### config.mk
export PLATFORM = sky130hd
export DESIGN_NAME = key_token_parser_flat
export DESIGN_NICKNAME = d
export VERILOG_FILES = /design/src/rtl/key_token_parser_if.sv /design/src/rtl/key_token_parser.sv /design/src/flat_wrapper.sv
export SDC_FILE = /design/constraint.sdc
export NUM_CORES = 1
export LEC_CHECK = 0
export ABC_AREA = 1
export CAP_MARGIN = 10
export CORE_UTILIZATION = 45
export CTS_CLUSTER_DIAMETER = 40
export DETAILED_ROUTE_END_ITERATION = 7
export GPL_TIMING_DRIVEN = 1
export PLACE_DENSITY = 0.68
export SLEW_MARGIN = 10
export SYNTH_ARGS = -nofsm -noshare
export SYNTH_HDL_FRONTEND = slang
export SYNTH_SLANG_ARGS = --single-unit
### constraint.sdc
create_clock -name clk -period 3.1 [get_ports clk]
set_input_delay 0.62 -clock clk [delete_from_list [all_inputs] [get_ports clk]]
set_output_delay 0.62 -clock clk [all_outputs]
set_load 0.02 [all_outputs]
### src/rtl/key_token_parser_if.sv
// Bundle of the key-token input stream and the ALU request stream
// for key_token_parser. The slave modport is the parser's view; the master
// modport is the view of whatever drives tokens and plays the ALU role.
interface key_token_parser_if #(
  parameter int WIDTH = 16
);
  logic [4:0]       i_data;
  logic             i_valid;
  logic             o_ready;
  logic [WIDTH-1:0] o_a;
  logic [WIDTH-1:0] o_b;
  logic [1:0]       o_op;
  logic             o_valid;
  logic             i_ready;
  logic [WIDTH-1:0] o_entry;
  logic             o_overflow;

  modport slave (
    input  i_data, i_valid, i_ready,
    output o_ready, o_a, o_b, o_op, o_valid, o_entry, o_overflow
  );

  modport master (
    output i_data, i_valid, i_ready,
    input  o_ready, o_a, o_b, o_op, o_valid, o_entry, o_overflow
  );
endinterface

### src/rtl/key_token_parser.sv
// key_token_parser: consumes keypad tokens, builds two decimal operands in
// binary, latches the operator and issues one {A, B, op} request to the ALU
// when equals is pressed.
// Optional macro INPUT_OVF_STICKY_EN: when defined, the overflow flag holds
// until AC or reset; otherwise it is a one-cycle pulse after a rejected digit.
module key_token_parser #(
  parameter int WIDTH = 16
) (
  input logic              clk,
  input logic              rst_n,
  key_token_parser_if.slave bus
);

  typedef enum logic [1:0] {S_A, S_OP, S_B, S_ISSUE} state_t;

  localparam logic [4:0] TOK_AC  = 5'd16;
  localparam logic [4:0] TOK_ADD = 5'd17;
  localparam logic [4:0] TOK_DIV = 5'd20;
  localparam logic [4:0] TOK_EQ  = 5'd21;

  state_t           state;
  logic [WIDTH-1:0] a;
  logic [WIDTH-1:0] b;
  logic [1:0]       op;
  logic             valid;
  logic             ready;
  logic             ovf;

  logic             accept;
  logic             handshake;
  logic             is_digit;
  logic             is_op;
  logic [3:0]       digit_val;
  logic [WIDTH+3:0] a_next;
  logic [WIDTH+3:0] b_next;
  logic             a_fits;
  logic             b_fits;

  // Token decode and the x10+d accumulation with four guard bits for overflow
  always_comb begin
    accept    = bus.i_valid && ready;
    handshake = valid && bus.i_ready;
    is_digit  = (bus.i_data <= 5'd9);
    is_op     = (bus.i_data >= TOK_ADD) && (bus.i_data <= TOK_DIV);
    digit_val = bus.i_data[3:0];
    a_next    = ({4'b0000, a} << 3) + ({4'b0000, a} << 1) + {{WIDTH{1'b0}}, digit_val};
    b_next    = ({4'b0000, b} << 3) + ({4'b0000, b} << 1) + {{WIDTH{1'b0}}, digit_val};
    a_fits    = (a_next[WIDTH+3:WIDTH] == 4'd0);
    b_fits    = (b_next[WIDTH+3:WIDTH] == 4'd0);
  end

  // Entry state machine with registered handshake outputs and operand registers
  always_ff @(posedge clk or negedge rst_n) begin
    if (!rst_n) begin
      state <= S_A;
      a     <= '0;
      b     <= '0;
      op    <= 2'd0;
      valid <= 1'b0;
      ready <= 1'b1;
      ovf   <= 1'b0;
    end else begin
`ifndef INPUT_OVF_STICKY_EN
      ovf <= 1'b0;
`endif
      case (state)
        S_ISSUE: begin
          if (handshake) begin
            a     <= '0;
            b     <= '0;
            valid <= 1'b0;
            ready <= 1'b1;
            state <= S_A;
          end
        end
        default: begin
          if (accept) begin
            if (bus.i_data == TOK_AC) begin
              a     <= '0;
              b     <= '0;
              op    <= 2'd0;
              ovf   <= 1'b0;
              state <= S_A;
            end else if (is_digit) begin
              case (state)
                S_A: begin
                  if (a_fits) a <= a_next[WIDTH-1:0];
                  else        ovf <= 1'b1;
                end
                S_OP: begin
                  b     <= {{(WIDTH-4){1'b0}}, digit_val};
                  state <= S_B;
                end
                S_B: begin
                  if (b_fits) b <= b_next[WIDTH-1:0];
                  else        ovf <= 1'b1;
                end
                default: ;
              endcase
            end else if (is_op) begin
              if (state == S_A || state == S_OP) begin
                op    <= bus.i_data[1:0] - 2'd1;
                state <= S_OP;
              end
            end else if (bus.i_data == TOK_EQ) begin
              if (state == S_B) begin
                valid <= 1'b1;
                ready <= 1'b0;
                state <= S_ISSUE;
              end
            end
          end
        end
      endcase
    end
  end

  assign bus.o_ready    = ready;
  assign bus.o_valid    = valid;
  assign bus.o_a        = a;
  assign bus.o_b        = b;
  assign bus.o_op       = op;
  assign bus.o_overflow = ovf;
  assign bus.o_entry    = (state == S_A || state == S_OP) ? a : b;

endmodule

### src/flat_wrapper.sv
// flat-port wrapper written by rule: the top's interface ports become plain ports
module key_token_parser_flat 
#(
  parameter int WIDTH = 16
)
  (clk, rst_n, bus_i_data, bus_i_valid, bus_i_ready, bus_o_ready, bus_o_a, bus_o_b, bus_o_op, bus_o_valid, bus_o_entry, bus_o_overflow);
  key_token_parser_if #(.WIDTH(WIDTH)) bus_i ();
  input logic clk;
  input logic rst_n;
  input wire logic [$bits(bus_i.i_data)-1:0] bus_i_data;
  input wire logic [$bits(bus_i.i_valid)-1:0] bus_i_valid;
  input wire logic [$bits(bus_i.i_ready)-1:0] bus_i_ready;
  output wire logic [$bits(bus_i.o_ready)-1:0] bus_o_ready;
  output wire logic [$bits(bus_i.o_a)-1:0] bus_o_a;
  output wire logic [$bits(bus_i.o_b)-1:0] bus_o_b;
  output wire logic [$bits(bus_i.o_op)-1:0] bus_o_op;
  output wire logic [$bits(bus_i.o_valid)-1:0] bus_o_valid;
  output wire logic [$bits(bus_i.o_entry)-1:0] bus_o_entry;
  output wire logic [$bits(bus_i.o_overflow)-1:0] bus_o_overflow;
  assign bus_i.i_data = bus_i_data;
  assign bus_i.i_valid = bus_i_valid;
  assign bus_i.i_ready = bus_i_ready;
  assign bus_o_ready = bus_i.o_ready;
  assign bus_o_a = bus_i.o_a;
  assign bus_o_b = bus_i.o_b;
  assign bus_o_op = bus_i.o_op;
  assign bus_o_valid = bus_i.o_valid;
  assign bus_o_entry = bus_i.o_entry;
  assign bus_o_overflow = bus_i.o_overflow;
  key_token_parser #(.WIDTH(WIDTH)) u_core (.clk(clk), .rst_n(rst_n), .bus(bus_i));
endmodule
Fig. 1: run 1, metal 1
Scale bar: 20 µm.
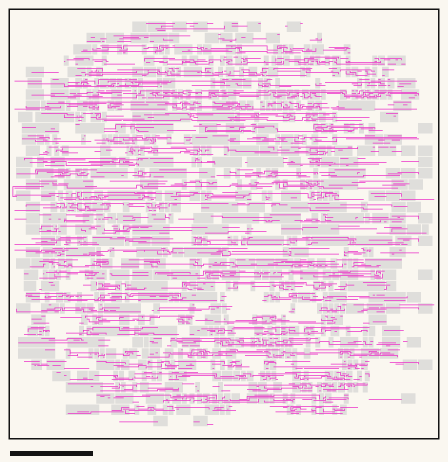
nets with wire on the layer: 771
share of all routed wire: 47%
number of vias after detailed routing: 4741
wire length reported by the detailed router: 13210 µm

Fig. 2: run 1, metal 2
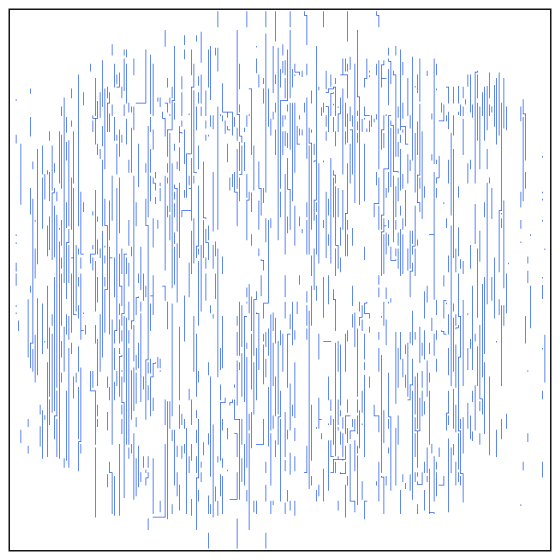
wire length on this layer: 6040 µm
main direction: vertical
nets with wire on the layer: 675
met2 track demand over resource in global routing: 45.34%

Fig. 3: run 1, M3 wires
Scale bar: 20 µm.
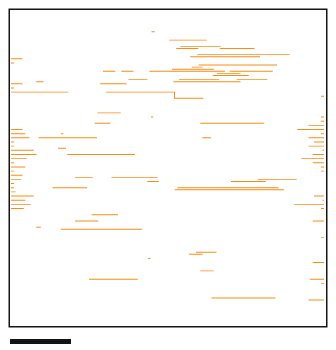
longest straight run: 35.4 µm
wire length on this layer: 769 µm
share of all routed wire: 5.8%
main direction: horizontal

==> run notes, run 1 <==
Implementation summary

The run finished with clean final reports. In this run the tightest slew margin relative to its limit is 39.59%. Looking at the group totals, the largest power group turns out to be sequential cells. The final routed wire length divided by cell count is 14.56 µm.

Logged for this run, the post-placement worst setup slack is -479.3 ps. For reference, the top cells by count after synthesis are 222 x nand2_1, 80 x inv_1, 69 x ha_1. The first-pass iteration count of the detailed router is 5. Endpoints with negative setup slack in the final report add up to 0. The global-route layer with the greatest usage is met2.

In this run the critical path is formed by inv_1 > ha_1 > nor2_1 > buf_4 > mux2_2 > clkdlybuf4s50_1. The net count of the finished layout is 855. The post-CTS clock slew at the launch and capture registers of the worst setup and hold paths is 80 ps. The slowest stage of the critical path belongs to the cell clkdlybuf4s50_1.

The source-to-sink clock delay at the later pin of the worst-skew pair is 310 ps. The largest stage delay on the critical path is 540 ps. The relative contribution of combinational cells to total power is 6.1%.

The number of clock buffers inserted by TritonCTS is 5. The area reported by Yosys stat is 4622 µm². Per the Yosys statistics, synthesis produced 677 cells. The highest metal layer with signal wires is met4. The initial antenna violation count is 0. The mean instance size in the synthesized netlist is 6.827 µm². Per the timing report, the most critical flop-to-flop path originates at u_core.bus.o_a[0]. The classification of the worst setup path is flip-flop to output port. The remaining antenna violation count after routing is 0.

The sequential fraction of design power is 52.9%.
## run 1: cell type report
type	instances	share of cell area [%]
inverters	83	5.374
flip-flops and latches	39	16.86
repair buffers	97	15.61
well taps	133	2.871
multi-input cells	547	57.57
clock buffers	8	1.727
## run 1: cell families (layout without fill, tap and decap cells)
group	after synthesis	after routing	synth area share (%)
buffers and inverters	92	188	8.121
DFF	39	39	21.14
muxes	13	13	3.167
and+or+nand+nor	373	374	35.73
adders and majority gates	73	73	20.41
AOI/OAI and AO/OA	76	76	9.340
xor gates and xnor gates	11	11	2.084
## run 1: critical path: cells and delay by family, from the launching register on
kind	cells	cell delay, ps
simple gates	1	160
buf+inv	3	860
flops	1	420
mux	1	370
fa+ha+maj	1	230
## run 1: final timing paths
| path | slack [ps] | cells after the start | to |
|---|---|---|---|
| max in group asynchronous | 2100 | 1 | u_core.bus.o_a[4] |
| max reg2reg | 270 | 18 | u_core.bus.o_a[1] |
| max | 140 | 6 | bus_o_entry[6] |
| min | 440 | 1 | u_core.bus.o_a[13] |
| min in group clk | 490 | 2 | u_core.bus.o_op[0] |
| min reg2reg | 490 | 2 | u_core.bus.o_op[0] |
## run 1: cells in the final DEF, fill, tap and decap left out, types with 16 or more instances in the layout
cell type	netlist	final
ha_1	69	68
nand2_1	222	218
a21oi_1	41	41
inv_1	80	79
nand2_2	12	16
nor2_1	43	41
dfrtp_1	38	38
o21ai_0	22	22
buf_4	4	33
nand3_1	56	56
clkdlybuf4s50_1	0	55
## run 1: state kept, by name, indices dropped and copies added, names as in the netlist
register	cells
u_core.bus.o_overflow	1
u_core.bus.o_valid	1
u_core.bus.o_ready	1
u_core.state	2
u_core.bus.o_op	2
u_core.bus.o_b	16
u_core.bus.o_a	16
Fig. 4: run 1, the clock network
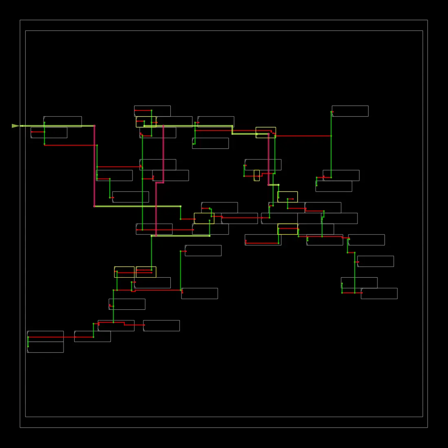

==> run 1 -> run 2 <==
Settings changed: CORE_UTILIZATION 45 to 50, PLACE_DENSITY 0.68 to 0.75.
Fig. 5: run 2, the clock network
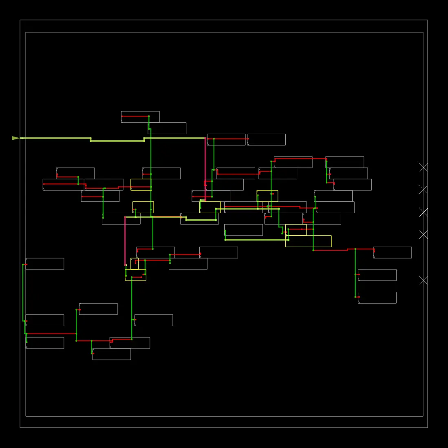
Layout Skew: 4.792 ps
Inserted Clock Buffers: 5

==> run 2 against run 1 <==
Net effect: the run now ends with design-rule violations left; global-route usage is 1.1 points higher; sequential power hardly changed; register-to-register slack got worse by 30 ps; worst hold slack better by 13 ps; via count down 0.17%; non-clock buffer count is 2 higher; power grew 5.3%; wire length is 3.0% lower; clock power increased by 12%; core utilization increased by 7.0 points; critical path type unchanged.
==> run notes, run 2 <==
Implementation summary

The flow ran to the end, but the final reports show violations. The final reports fail on design-rule violations. Across all hold checks on the routed design, the worst slack comes to 456.0 ps. The tightest slew margin relative to the limit is 38.97% (-0.62 points).

The worst path meets setup with 143.3 ps of slack. The tightest min-delay check is of the primary input to async pin type. The first-pass iteration count of the detailed router was 8 (+3). The mean instance size in the synthesized netlist is 6.827 µm² (unchanged). The post-CTS clock slew at the launch and capture registers of the worst setup and hold paths is 80 ps (about the same). The final routed wire length divided by cell count came to 14.49 µm (-0.50%).

The number of cells in the yosys synthesis report is 677 (unchanged). The area of the mapped netlist is 4622 µm². The group that draws the most power in this run is sequential cells. The first global-routing pass estimated 21760 µm of wire. The cell sequence reported for the critical path is inv_1 > ha_1 > nor2_1 > buf_4 > mux2_2 > clkdlybuf4s50_1.

met2 is the most crowded layer. The leading cell type in the layout, fill and taps excluded is nand2_1. The number of hold-repair buffers added at the cts stage is 0. The remaining antenna violation count after routing is 0 (unchanged). In the global route stage, met1 resource usage came out at 39.66%. The routed wire length is 12810 µm (-3.0%). The setup path with the least slack is of type flip-flop to output port.

Per the cell usage report, the commonest logic cells after layout are 219 x nand2_1, 78 x inv_1, 67 x ha_1. The cell with the biggest individual delay on the critical path is clkdlybuf4s50_1. The overall die width is 98.15 µm. The area reported by Yosys stat was 4622 µm² (unchanged). The initial antenna violation count is 0 (unchanged). The cell family contributing the most delay on the critical path is buffers and inverters. The net count of the finished layout is 857 (+0.23%).

The per-cell via count in the routed design is 5.354. The placement-stage worst setup slack is -515.9 ps (-36.60 ps). The number of flops mapped to enable cells by yosys is 0.

The DRC violation count after routing is 5. In the post-synthesis netlist, the cell with the most instances is nand2_1. The final setup TNS is 0 ps. The synthesized netlist handed to floorplanning was reported with a cell count of 677. Ranked by instance count, the synthesized netlist is headed by 222 x nand2_1, 80 x inv_1, 69 x ha_1.

The sequential fraction of design power was 50.2% (-2.7 points). The number of buffers and inverters on the critical path is 3 (unchanged). The fraction of met2 tracks used by global routing came to 47.02% (+1.7 points). The vias after detailed routing was 4733 (-0.17%).

The largest stage delay on the critical path is 550 ps (about the same). The design draws 1012 µW. The net switching power in the latest report is 219.5 µW. The overflow left after global routing is 0.

IR analysis of the VDD net gives a maximum drop of 0.0001927 V. The relative contribution of combinational cells to total power was 6.0% (about the same). The source-to-sink clock delay at the later pin of the worst-skew pair is 290 ps (-20 ps). Signal nets in the final route climb as high as met4. The total of endpoints with negative setup slack in the final report is 0 (unchanged).
## run 2: cell families (layout without fill, tap and decap cells)
family	after synthesis	count (layout)	share of synthesized area, %
flops	39	39	21.14
simple gates	373	374	35.73
xor+xnor	11	11	2.084
fa+ha+maj	73	73	20.41
mux	13	13	3.167
compound gates	76	76	9.340
buf+inv	92	190	8.121
## run 2: worst register-to-register path, stage by stage (launching register included)
cell and delay, ps:
dfrtp_1 430, inv_1 110, fa_1 600, inv_1 70
ha_1 310, nand2_1 70, nand2_1 50, nand3b_1 100
nand2_2 110, nand3_1 110, nand2_1 60, nand2_1 60
nand2_1 60, nor2_2 160, nand2_2 100, nand2_4 130
buf_6 130, nand3b_1 80, nand2_1 90
## run 2: area by class of cell
| class | instances | area (µm²) |
|---|---|---|
| clock buffers | 6 | 82.58 |
| clock inverters | 2 | 35.03 |
| fillers | 804 | 3029 |
| inverters | 83 | 311.5 |
| multi-input cells | 547 | 3342 |
| flip-flops and latches | 39 | 978.4 |
| well taps | 108 | 135.1 |
| repair buffers | 99 | 934.6 |
## run 2: final timing paths
path                                    start               endpoint  slack, ps  cells after the start
setup / recovery              u_core.state[1]         bus_o_entry[4]        140                      6
hold / removal                          rst_n  u_core.bus.o_overflow        460                      1
setup reg to reg            u_core.bus.o_a[0]      u_core.bus.o_a[1]        240                     18
hold reg to reg            u_core.bus.o_ready     u_core.bus.o_ready        490                      2
max in group asynchronous               rst_n      u_core.bus.o_b[2]       2020                      1
min in group clk           u_core.bus.o_ready     u_core.bus.o_ready        490                      2
## run 2: timing repair
| item | 4_1_cts | 5_1_grt |
|---|---|---|
| buffers inserted | 1 | 0 |
| setup endpoints to repair | 33 | 30 |
| resized | 21 | 5 |
| gates cloned | 2 | 0 |
| pin swaps | 13 | 4 |
Fig. 6: run 2, M3 wires
Scale bar: 20 µm.
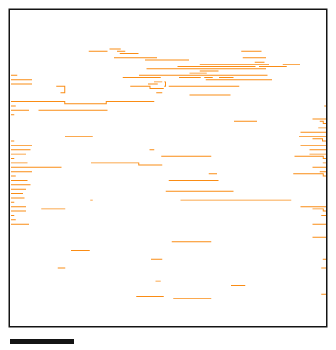

==> run 2 -> run 3 <==
Settings changed: CORE_UTILIZATION 50 to 40, DONT_BUFFER_PORTS from default to 1, PLACE_DENSITY 0.75 to 0.55.
Fig. 7: run 3, M3 wires
Scale bar: 20 µm.
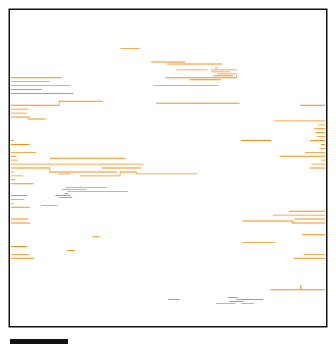
longest straight run: 45.8 µm
nets with wire on the layer: 80
share of all routed wire: 6.7%
routing usage on met3: 4.268%
wire length reported by the detailed router: 12730 µm
number of vias after detailed routing: 4348

==> run 3 against run 2 <==
Net effect: the flow now finishes without violations; clock power is 37% higher; first-iteration DRC count decreased by 14%; critical endpoint is now u_core.bus.o_b[12]; clock skew decreased by 0.98 ps; register-to-register slack gained 70 ps; sequential share of layout area is 2.3 points higher; largest power group is now the clock network; wire length shrank 0.62%; non-clock buffer count decreased by 76; synthesized cell count unchanged.
==> run notes, run 3 <==
Implementation summary

The commonest cells after synthesis are 222 x nand2_1, 80 x inv_1, 69 x ha_1. The worst reg2reg path depth is 18 (unchanged). The post-route worst hold slack is 27.24 ps (-428.8 ps).

The worst setup margin is 310.7 ps (+167.4 ps). The area of the mapped netlist is 4622 µm² (unchanged). The largest voltage drop on the vdd net is 0.0002256 V (+17%). The leading cell type by number of instances after synthesis is nand2_1.

The run finished with clean final reports. The DRC violation count after routing is 0 (-5). The instance tally after logic synthesis is 677 (unchanged). The number of flops mapped to enable cells by yosys is 0 (unchanged). The library cells used most frequently in the layout, excluding fill and tap cells, are 221 x nand2_1, 80 x inv_1, 69 x ha_1.

The worst reg-to-reg setup slack is 310 ps (+70 ps). The total of endpoints with negative setup slack in the final report is 0 (unchanged). The tally of filler cells in the layout is 1171 (+46%). The leading cell type in the layout, fill and taps excluded is nand2_1. The source-to-sink clock delay at the later pin of the worst-skew pair is 280 ps (about the same). The final routed wire length divided by cell count is 15.17 µm (+4.7%).

The tightest slew margin relative to the limit is 54.46% (+15 points). The final setup TNS is 0 ps (unchanged). The net switching power of the design is 227.8 µW (+3.8%).
run 3: cell type report:
| cell class | instances | area [µm²] | area share [%] |
|---|---|---|---|
| repair buffers | 23 | 188.9 | 3.690 |
| multi-input cells | 546 | 3293 | 64.32 |
| well taps | 140 | 175.2 | 3.421 |
| flip-flops and latches | 39 | 977.2 | 19.09 |
| clock inverters | 2 | 35.03 | 0.6843 |
| inverters | 83 | 311.5 | 6.085 |
| clock buffers | 6 | 138.9 | 2.713 |
run 3: critical path: stages (launching register included):
cell	delay, ps
dfrtp_1	360
inv_1	60
fa_1	540
inv_1	80
fa_2	400
nand2_1	80
nand2_1	110
nand3_2	80
nand2_2	70
nand2_1	100
nand2_1	60
nand2_1	60
nand2_1	60
nor2_2	120
nand2_2	110
nand3_4	140
buf_6	160
nand3_1	80
nand2_1	70
run 3: routing by layer:
layer | share of wire, % | vias to the layer above | global-route usage [%] | routed length (µm)
met2 | 45 | 128 | 36.88 | 5716
met4 | 0.16 | 0 | 2.381 | 21
met1 | 48 | 1971 | 31.29 | 6136
met5 | 0 | - | 0 | 0
met3 | 6.7 | 2 | 4.268 | 857
li1 | - | 2247 | - | -
run 3: cell families (layout without fill, tap and decap cells):
| family | after synthesis | count (layout) | share of synthesized area (%) |
|---|---|---|---|
| AOI/OAI and AO/OA | 76 | 76 | 9.340 |
| xor gates and xnor gates | 11 | 11 | 2.084 |
| adders and majority gates | 73 | 73 | 20.41 |
| buffers and inverters | 92 | 114 | 8.121 |
| DFF | 39 | 39 | 21.14 |
| muxes | 13 | 13 | 3.167 |
| and+or+nand+nor | 373 | 373 | 35.73 |
run 3: what timing repair did:
| item | in CTS | in global routing |
|---|---|---|
| setup buffers | 0 | 4 |
| resized | 0 | 6 |
| setup endpoints to repair | 0 | 16 |
| hold buffers | 0 | 0 |
Power is estimated from default activity; no workload was simulated.
